--- src/rtl/alu_cmd_stage.sv ---
// Registered command/result stage around a combinational ALU: IDLE -> EXEC -> HOLD.
// Optional accumulator-as-A operand enabled by defining ALU_CMD_ACC_EN.
module alu_cmd_stage #(
  parameter int BITS  = 8,
  parameter int CNT_W = 16
) (
  input  logic             clk,
  input  logic             rst,
  input  logic             in_valid,
  output logic             in_ready,
  input  logic [3:0]       in_op,
  input  logic [BITS-1:0]  in_a,
  input  logic [BITS-1:0]  in_b,
  input  logic             in_flag,
  input  logic             in_use_acc,
  output logic [BITS-1:0]  alu_a,
  output logic [BITS-1:0]  alu_b,
  output logic             alu_flag_in,
  output logic [3:0]       alu_control,
  input  logic [BITS-1:0]  alu_result,
  input  logic             alu_flag_out,
  input  logic             alu_c,
  output logic             out_valid,
  input  logic             out_ready,
  output logic [BITS-1:0]  out_result,
  output logic             out_flag,
  output logic             out_carry,
  output logic             out_zero,
  output logic             out_illegal,
  output logic [CNT_W-1:0] op_count
);

  typedef enum logic [1:0] {IDLE, EXEC, HOLD} state_t;

  typedef struct packed {
    logic [BITS-1:0] result;
    logic            flag;
    logic            carry;
    logic            zero;
    logic            illegal;
  } res_t;

  state_t          state, state_nxt;
  logic            cmd_fire, cap_en, out_fire;
  logic [BITS-1:0] a_sel;
  res_t            cap;

`ifdef ALU_CMD_ACC_EN
  logic [BITS-1:0] acc;
  assign a_sel = in_use_acc ? acc : in_a;

  always_ff @(posedge clk or posedge rst) begin
    if (rst)           acc <= '0;
    else if (out_fire) acc <= out_result;
  end
`else
  logic unused_use_acc;
  assign unused_use_acc = in_use_acc;
  assign a_sel          = in_a;
`endif

  // Ready depends only on state and reset, never on in_valid.
  assign in_ready = (state == IDLE) && !rst;

  always_comb begin
    state_nxt = state;
    cmd_fire  = 1'b0;
    cap_en    = 1'b0;
    out_fire  = 1'b0;
    case (state)
      IDLE: if (in_valid) begin
        cmd_fire  = 1'b1;
        state_nxt = EXEC;
      end
      EXEC: begin
        cap_en    = 1'b1;
        state_nxt = HOLD;
      end
      HOLD: if (out_valid && out_ready) begin
        out_fire  = 1'b1;
        state_nxt = IDLE;
      end
      default: state_nxt = IDLE;
    endcase
  end

  // Opcodes 0xD-0xF squash the ALU outputs to a zero result.
  always_comb begin
    cap = '0;
    if (alu_control >= 4'hD) begin
      cap.zero    = 1'b1;
      cap.illegal = 1'b1;
    end else begin
      cap.result = alu_result;
      cap.flag   = alu_flag_out;
      cap.carry  = alu_c;
      cap.zero   = (alu_result == '0);
    end
  end

  always_ff @(posedge clk or posedge rst) begin
    if (rst) begin
      state       <= IDLE;
      alu_a       <= '0;
      alu_b       <= '0;
      alu_flag_in <= 1'b0;
      alu_control <= '0;
      out_valid   <= 1'b0;
      out_result  <= '0;
      out_flag    <= 1'b0;
      out_carry   <= 1'b0;
      out_zero    <= 1'b0;
      out_illegal <= 1'b0;
      op_count    <= '0;
    end else begin
      state <= state_nxt;
      if (cmd_fire) begin
        alu_a       <= a_sel;
        alu_b       <= in_b;
        alu_flag_in <= in_flag;
        alu_control <= in_op;
      end
      if (cap_en) begin
        out_result  <= cap.result;
        out_flag    <= cap.flag;
        out_carry   <= cap.carry;
        out_zero    <= cap.zero;
        out_illegal <= cap.illegal;
        out_valid   <= 1'b1;
      end
      if (out_fire) begin
        out_valid <= 1'b0;
        op_count  <= op_count + 1'b1;
      end
    end
  end

endmodule

--- config.mk ---
export PLATFORM = sky130hd
export DESIGN_NAME = alu_cmd_stage
export DESIGN_NICKNAME = d
export VERILOG_FILES = /design/src/rtl/alu_cmd_stage.sv
export SDC_FILE = /design/constraint.sdc
export NUM_CORES = 1
export LEC_CHECK = 0
export CAP_MARGIN = 25
export CORE_AREA = 2 2 77 79
export DETAILED_ROUTE_END_ITERATION = 10
export DIE_AREA = 0 0 79 81
export PLACE_DENSITY = 0.83
export REMOVE_ABC_BUFFERS = 1
export SLEW_MARGIN = 20
export SYNTH_ARGS = -nofsm -noshare
export SYNTH_HDL_FRONTEND = slang
export SYNTH_SLANG_ARGS = --single-unit
--- constraint.sdc ---
create_clock -name clk -period 1.5 [get_ports clk]
set_input_delay 0.3 -clock clk [delete_from_list [all_inputs] [get_ports clk]]
set_output_delay 0.3 -clock clk [all_outputs]
set_load 0.1 [all_outputs]
Figure 1. Clock nets (run 1).
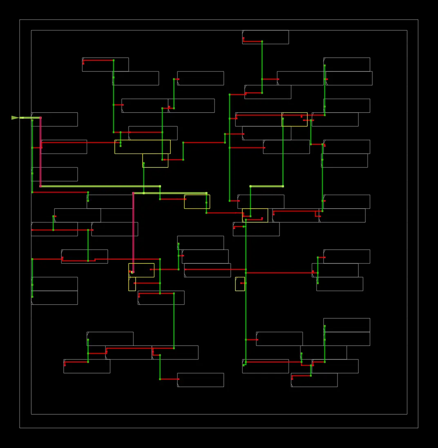
CLK BUF: 6
CTS Sinks: 52
CTS buffer count: 5

Figure 2. Supply network (run 1).
(4 px per micron) Pins as bars on the die edge.
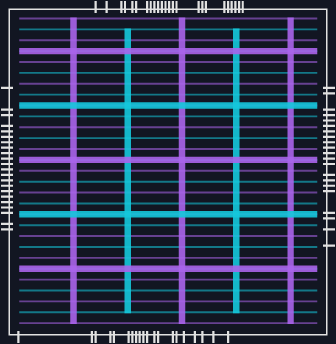
[purple] VSS
[cyan] VDD
met4 straps: 5
met1 rails: 29
rows: 28
signal pins: 87
met5 straps: 5

==> flow_metrics.py, run 1 <==
# Synthesis and PnR figures
metrics = {
    "final_timing": {
        "final-max-slew-violation-count": 0,
        "hold_ws_ps": 188.5,
        "finalSetupViolations": 0,
        "layout_setup_ws_ps": 4.682,
        "finClkSkew_ps": 4.215,
        "hold_viol_final": 0,
        "tightest_slew_ps": 331.9,
    },
    "drt": {
        "finalWirelength_microns": 4870,
        "drc": 0,
        "first_pass_iters": 4,
        "ant_nets": 0,
        "vias": 1589,
        "wl_per_cell_microns": 14.54,
    },
    "cells_and_area": {
        "final_common_cell": "buf_12",
        "final_cell_mix": "53 x buf_12, 50 x dfrtp_1, 32 x clkdlybuf4s50_1",
        "antennaDiodeCount": 0,
        "logic_area_sq_um": 767.0,
        "seq_cells": 52,
        "bufAreaShareNonClock_pct": 40.78,
        "largestClassByArea": "non-clock buffers",
        "syn2layout_area_growth_pct": 86.53,
        "final_nets": 296,
    },
    "synth": {
        "ys_sh_aoi_pct": 5.136,
        "synth_top_cell_by_count": "dfrtp_1",
        "ys_sh_mux_pct": 11.96,
        "ys_seq_elements": 52,
        "ys_cells": 146,
        "ff_type": "dfrtp_1",
        "top_area_share_pct": 62.84,
        "largest_area_cell": "dfrtp_1",
        "syn_avg_cell_area_sq_um": 14.18,
        "synth_warnings": 0,
    },
    "floorplanning": {
        "die_y_microns": 81,
        "chipArea_sq_um": 6399,
        "io_pins": 87,
        "fp.dieW_microns": 79,
    },
    "cts": {
        "post-cts-setup-buffers": 3,
        "clk_pin_slew_worst_paths_ps": 90,
        "clock_path_buffers": 2,
        "cts_resized": 2,
    },
    "critical_path": {
        "reg2reg_slack_ps": 20,
        "critPathSlowestCell": "dfrtp_2",
        "max_stage_delay_ps": 440,
        "startpoint_type": "flop",
        "cp.arrival_ps": 1200,
        "ff2ff_path_depth": 4,
        "worst-path-buf-inv": 2,
        "crit_end": "in_ready",
    },
    "flow_run": {
        "warning_count": 28,
    },
    "place": {
        "io_buffers": 85,
    },
    "global_routing": {
        "grt_pass1_wl_microns": 7707,
        "antenna_found_initial": 0,
        "grt_pass1_vias": 1729,
        "grt_usage_pct": 15.27,
    },
    "outcome": {
        "status": "complete, no violations",
    },
}
Figure 3. Routed metal, one color a layer (run 1).
(6 px per micron)
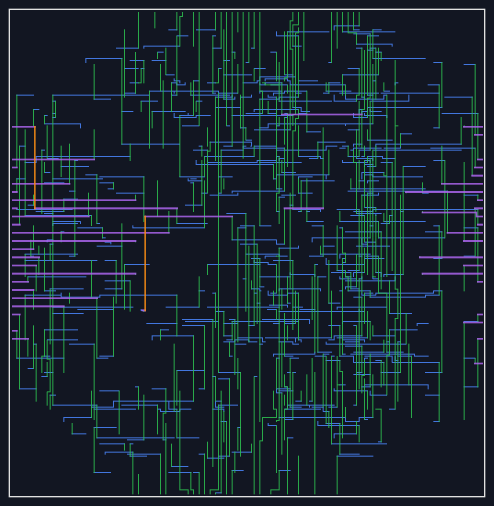
[purple] M3 | wire length: 311 microns
[green] M2 | wire length: 2730 microns
[blue] M1 | wire length: 1800 microns
[orange] M4 | wire length: 29.2 microns

==> run 1: per-layer routing <==
| layer | share of wire [%] | global-route usage, % |
|---|---|---|
| met2 | 56 | 27.71 |
| met1 | 37 | 17.18 |
| met5 | 0 | 0 |
| met4 | 0.60 | 3.966 |
| met3 | 6.4 | 5.333 |
==> run 1: metrics by stage <==
stage	util, %	std cells
5_1_grt	68.06	335
3_5_place_dp	64.75	321
4_1_cts	67.04	332
3_3_place_gp	64.75	321
6_report	68.06	335
2_1_floorplan	-	142
==> run 1: sequential cells by signal, indices dropped and copies added (netlist names), 2 cells and up <==
signal	cells
alu_a	8
alu_b	8
alu_control	4
op_count	16
out_result	8
state	2
Figure 4. Logic cells by family (run 1).
(3 px per micron)
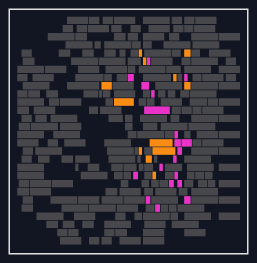

==> run 1 -> run 2 <==
--- a/config.mk
+++ b/config.mk
@@ -6,10 +6,12 @@
 export NUM_CORES = 1
 export LEC_CHECK = 0
 export CAP_MARGIN = 25
-export CORE_AREA = 2 2 77 79
+export CORE_AREA = 2 2 63 95
+export CTS_BUF_LIST = sky130_fd_sc_hd__clkbuf_2
 export DETAILED_ROUTE_END_ITERATION = 10
-export DIE_AREA = 0 0 79 81
-export PLACE_DENSITY = 0.83
+export DIE_AREA = 0 0 65 97
+export GPL_ROUTABILITY_DRIVEN = 1
+export PLACE_DENSITY = 0.84
 export REMOVE_ABC_BUFFERS = 1
 export SLEW_MARGIN = 20
 export SYNTH_ARGS = -nofsm -noshare
Figure 5. Logic cells by family (run 2).
(3 px per micron)
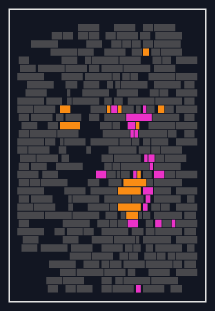
[magenta] nand cells | cells: 19 | most used: nand2_1
[orange] nor cells | cells: 12 | most used: nor2_1
final std cells w/o fill: 347
Commonest Layout Cell: buf_12
logic share of the area: 21.49%

Figure 6. Clock nets (run 2).
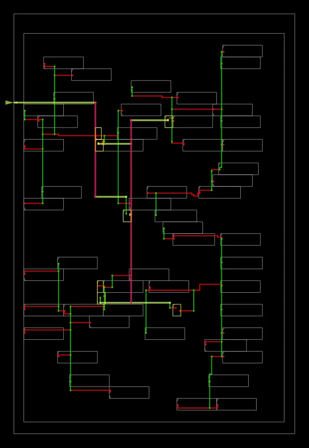
flop count: 52
CLK BUF: 5

==> run 2 against run 1 <==
Compared with the run above:
- the flow now finishes with violations (negative setup slack)
- worst setup slack lost 180 ps
- sequential share of layout area shrank 1.9 points
- cell count grew 3.6%
- area after synthesis unchanged
- non-clock buffer count rose by 18
- utilization up 7.9 points
- clock skew rose by 14 ps
- design area is 6.4% higher
- largest cell class unchanged
==> flow_metrics.py, run 2 <==
# Synthesis and PnR figures
metrics = {
    "outcome": {
        "status": "finished, violations left",
        "violations": "negative setup slack",
    },
    "final_timing": {
        "tightest_slew_ps": 356.3,
        "hold_ws_ps": 353.9,
        "layout_setup_ws_ps": -180.2,
        "finClkSkew_ps": 18.59,
        "final-max-slew-violation-count": 0,
        "finalSetupViolations": 32,
        "hold_viol_final": 0,
    },
    "cells_and_area": {
        "utilization_pct": 75.99,
        "largest_reg_flops": 16,
        "antennaDiodeCount": 0,
        "top_register": "op_count",
        "final_cell_mix": "52 x buf_12, 45 x dfrtp_1, 34 x clkdlybuf4s50_1",
        "final_nets": 314,
        "syn2layout_area_growth_pct": 98.49,
        "fin_area_sq_um": 4110,
    },
    "critical_path": {
        "crit_end": "in_ready",
        "worst-path-buf-inv": 2,
        "crit_family": "flip-flops",
        "critPathSlowestCell": "dfrtp_2",
        "ff2ff_path_depth": 5,
        "reg2reg_slack_ps": -130,
        "path_depth": 3,
        "startpoint_type": "flop",
        "cp.required_ps": 1200,
        "cp.arrival_ps": 1380,
    },
    "place": {
        "dp.cells": 319,
        "io_buffers": 85,
    },
    "synth": {
        "ys_sh_aoi_pct": 5.136,
        "syn_avg_cell_area_sq_um": 14.18,
        "ff_type": "dfrtp_1",
        "topCellsByArea": "dfrtp_1 63%, mux2_2 12%, xnor2_1 5.5%",
        "synth_warnings": 0,
        "ys_seq_elements": 52,
        "ys_sh_mux_pct": 11.96,
        "ys_cells": 146,
        "top_area_share_pct": 62.84,
        "largest_area_cell": "dfrtp_1",
        "synth_top_cell_by_count": "dfrtp_1",
    },
    "cts": {
        "cts_buffers": 5,
        "clock_path_buffers": 2,
        "clk_pin_slew_worst_paths_ps": 240,
        "post-cts-setup-buffers": 6,
        "cts_resized": 9,
        "clock-sinks": 52,
        "cts_hold_buf": 0,
        "cts_tree": "done",
        "cts-root-buf": "clkbuf_2",
    },
    "drt": {
        "drc": 0,
        "first_pass_iters": 4,
        "finalWirelength_microns": 5807,
        "wl_met2_microns": 3393,
        "routed.top_layer": "met4",
        "wl_met3_microns": 260,
        "ant_nets": 0,
        "first_iter_violations": 75,
        "vias": 1714,
        "wl_per_cell_microns": 16.73,
        "m1WireLength_microns": 2024,
    },
    "global_routing": {
        "grt_util_met2_pct": 34.42,
        "busiest_layer": "met2",
        "grt_pass1_vias": 1924,
        "use_met3_pct": 4.884,
        "met1_usage_pct": 17.93,
        "grt_pass1_wl_microns": 8797,
        "grt_usage_pct": 18.08,
        "antenna_found_initial": 0,
        "overflow": 0,
    },
    "floorplanning": {
        "chipArea_sq_um": 6305,
        "io_pins": 87,
        "die_y_microns": 97,
    },
    "flow_run": {
        "warning_count": 28,
    },
}
-- run 2: cell counts after synthesis --
Identical to the previous run, type by type.
-- run 2: cell type report --
cell class | count | area [sq um] | share of cell area, %
Timing Repair Buffer | 128 | 1782 | 43.35
Sequential cell | 52 | 1310 | 31.87
Multi-Input combinational cell | 86 | 883.3 | 21.49
Tap cell | 70 | 87.58 | 2.131
Clock buffer | 5 | 25.02 | 0.6088
Inverter | 4 | 15.01 | 0.3653
Clock inverter | 2 | 7.507 | 0.1826
